==> config.mk <==
export PLATFORM = sky130hd
export DESIGN_NAME = fetch_decode_unit_flat
export DESIGN_NICKNAME = d
export VERILOG_FILES = /design/src/rtl/fetch_decode_unit_pkg.sv /design/src/rtl/fetch_decode_unit_if.sv /design/src/rtl/fetch_decode_unit_decoder.sv /design/src/rtl/fetch_decode_unit.sv /design/src/flat_wrapper.sv
export SDC_FILE = /design/constraint.sdc
export NUM_CORES = 1
export LEC_CHECK = 0
export ABC_AREA = 1
export CAP_MARGIN = 30
export CORE_MARGIN = 2
export CORE_UTILIZATION = 25
export DETAILED_ROUTE_END_ITERATION = 8
export HOLD_SLACK_MARGIN = 0.1
export PLACE_DENSITY = 0.51
export SYNTH_ARGS = -nofsm -noshare
export SYNTH_HDL_FRONTEND = slang
export SYNTH_SLANG_ARGS = --single-unit
==> constraint.sdc <==
create_clock -name clk -period 1.6 [get_ports clk]
set_input_delay 0.24 -clock clk [delete_from_list [all_inputs] [get_ports clk]]
set_output_delay 0.24 -clock clk [all_outputs]
set_load 0.01 [all_outputs]
Fig. 1: PDN straps and rails
Bar = 20 um. Pins as bars on the die edge.
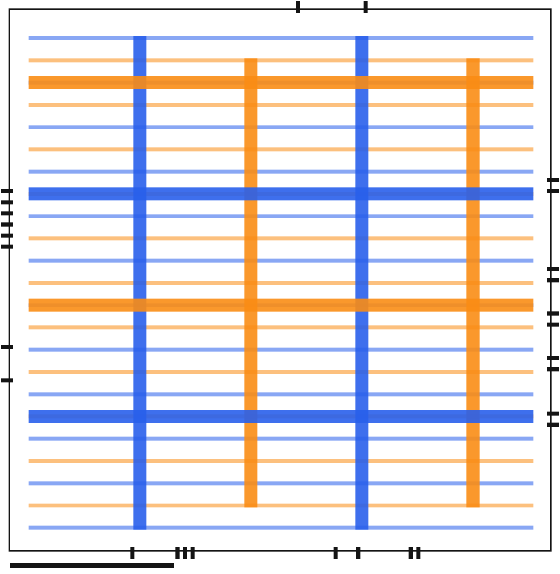
Orange shows VDD. Blue shows VSS.
23 met1 rails follow the rows. 4 straps on met4. 4 straps on met5. The core has 22 rows.
IR drop worst, VDD: 0.694 mV
Horiz. Die Dim: 66.0 um
vertical die size: 66.0 um
Floorplan Core Area: 3690 um^2

Fig. 2: cells colored by class
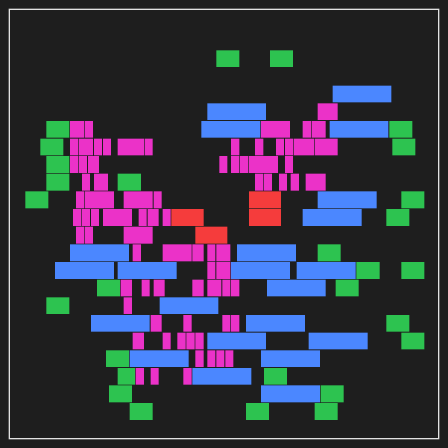
Green shows remaining buffers and delay cells, cells 28, share of their area 21%. Magenta shows combinational and other logic, cells 78, share of their area 32%. Blue shows sequential cells, cells 22, share of their area 43%. Red shows clock drivers and dummy loads, cells 4, share of their area 4.3%.
sequential portion of the cell area: 40.7%
Layout Utilization: 36.7%
Final Cell Area: 1350 um^2
number of placement rows: 22

==> run notes <==
• **placed insts** 176
• **Synth area leader** dfrtp_1
• **number of clock buffers in the layout** 4
• **distinct lib cells** 17
• **CTS H-tree lvls** 1
• **Routed WL** 1700 um
• **PwrDens** 1540 nW/um^2
• **Final Total Pwr** 2090 uW
• **startpoint class of the critical path** flip-flop
• **Setup CP Type** flip-flop to output port
• **endpoint type of the worst setup path** output port
• **detailed-route vias per instance** 3.99
• **placed instance area** 1300 um^2
• **die footprint** 4360 um^2
• **total grt overflow** 0
• **Largest stage delay, worst path** 0.57 ns
• **number of ports placed on the die boundary** 28
• **post-synth net total** 117
• **overall via count from detail_route** 719
• **final period demand of the worst path** 1.51 ns
• **largest net degree at the start of global routing** 23
• **number of enable-type register cells in the synthesized netlist** 0
• **total negative setup slack** 0 ns
• **outcome** finished, final reports clean
• **CP max-delay cell** clkdlybuf4s50_1
• **final setup violation count** 0
• **kind of cell adding the most delay to the critical path** buffers and inverters
• **Worst Path Arrival** 1.27 ns
• **Dominant Register Cell** dfrtp_1
• **min setup slack post-route** 0.0902 ns
• **DRC Markers** 0
• **area fraction of clock buffers and clock inverters** 4.07%
## layer usage
metal / part of all wire (%) / global-route usage (%) / up-vias
li1: - / - / 372
met1: 48 / 10.9 / 321
met5: 0 / 0 / -
met3: 7.6 / 2.73 / 2
met2: 43 / 13.3 / 24
met4: 1.6 / 3.57 / 0
## logic make-up after synthesis
kind of cell	count (synthesis)	share of synthesized area (%)
AND/OR/NAND/NOR	48	22.4
AND-OR/OR-AND	5	2.60
buffers and inverters	15	5.86
flip-flops	22	57.3
XOR/XNOR	3	2.73
adder cells (fa/ha/maj)	7	9.11
## power breakdown
group / switching [uW] / internal [uW]
clock network: 162 / 219
registers: 144 / 716
logic: 452 / 395
total: 758 / 1330
Power and IR drop assume default switching activity.
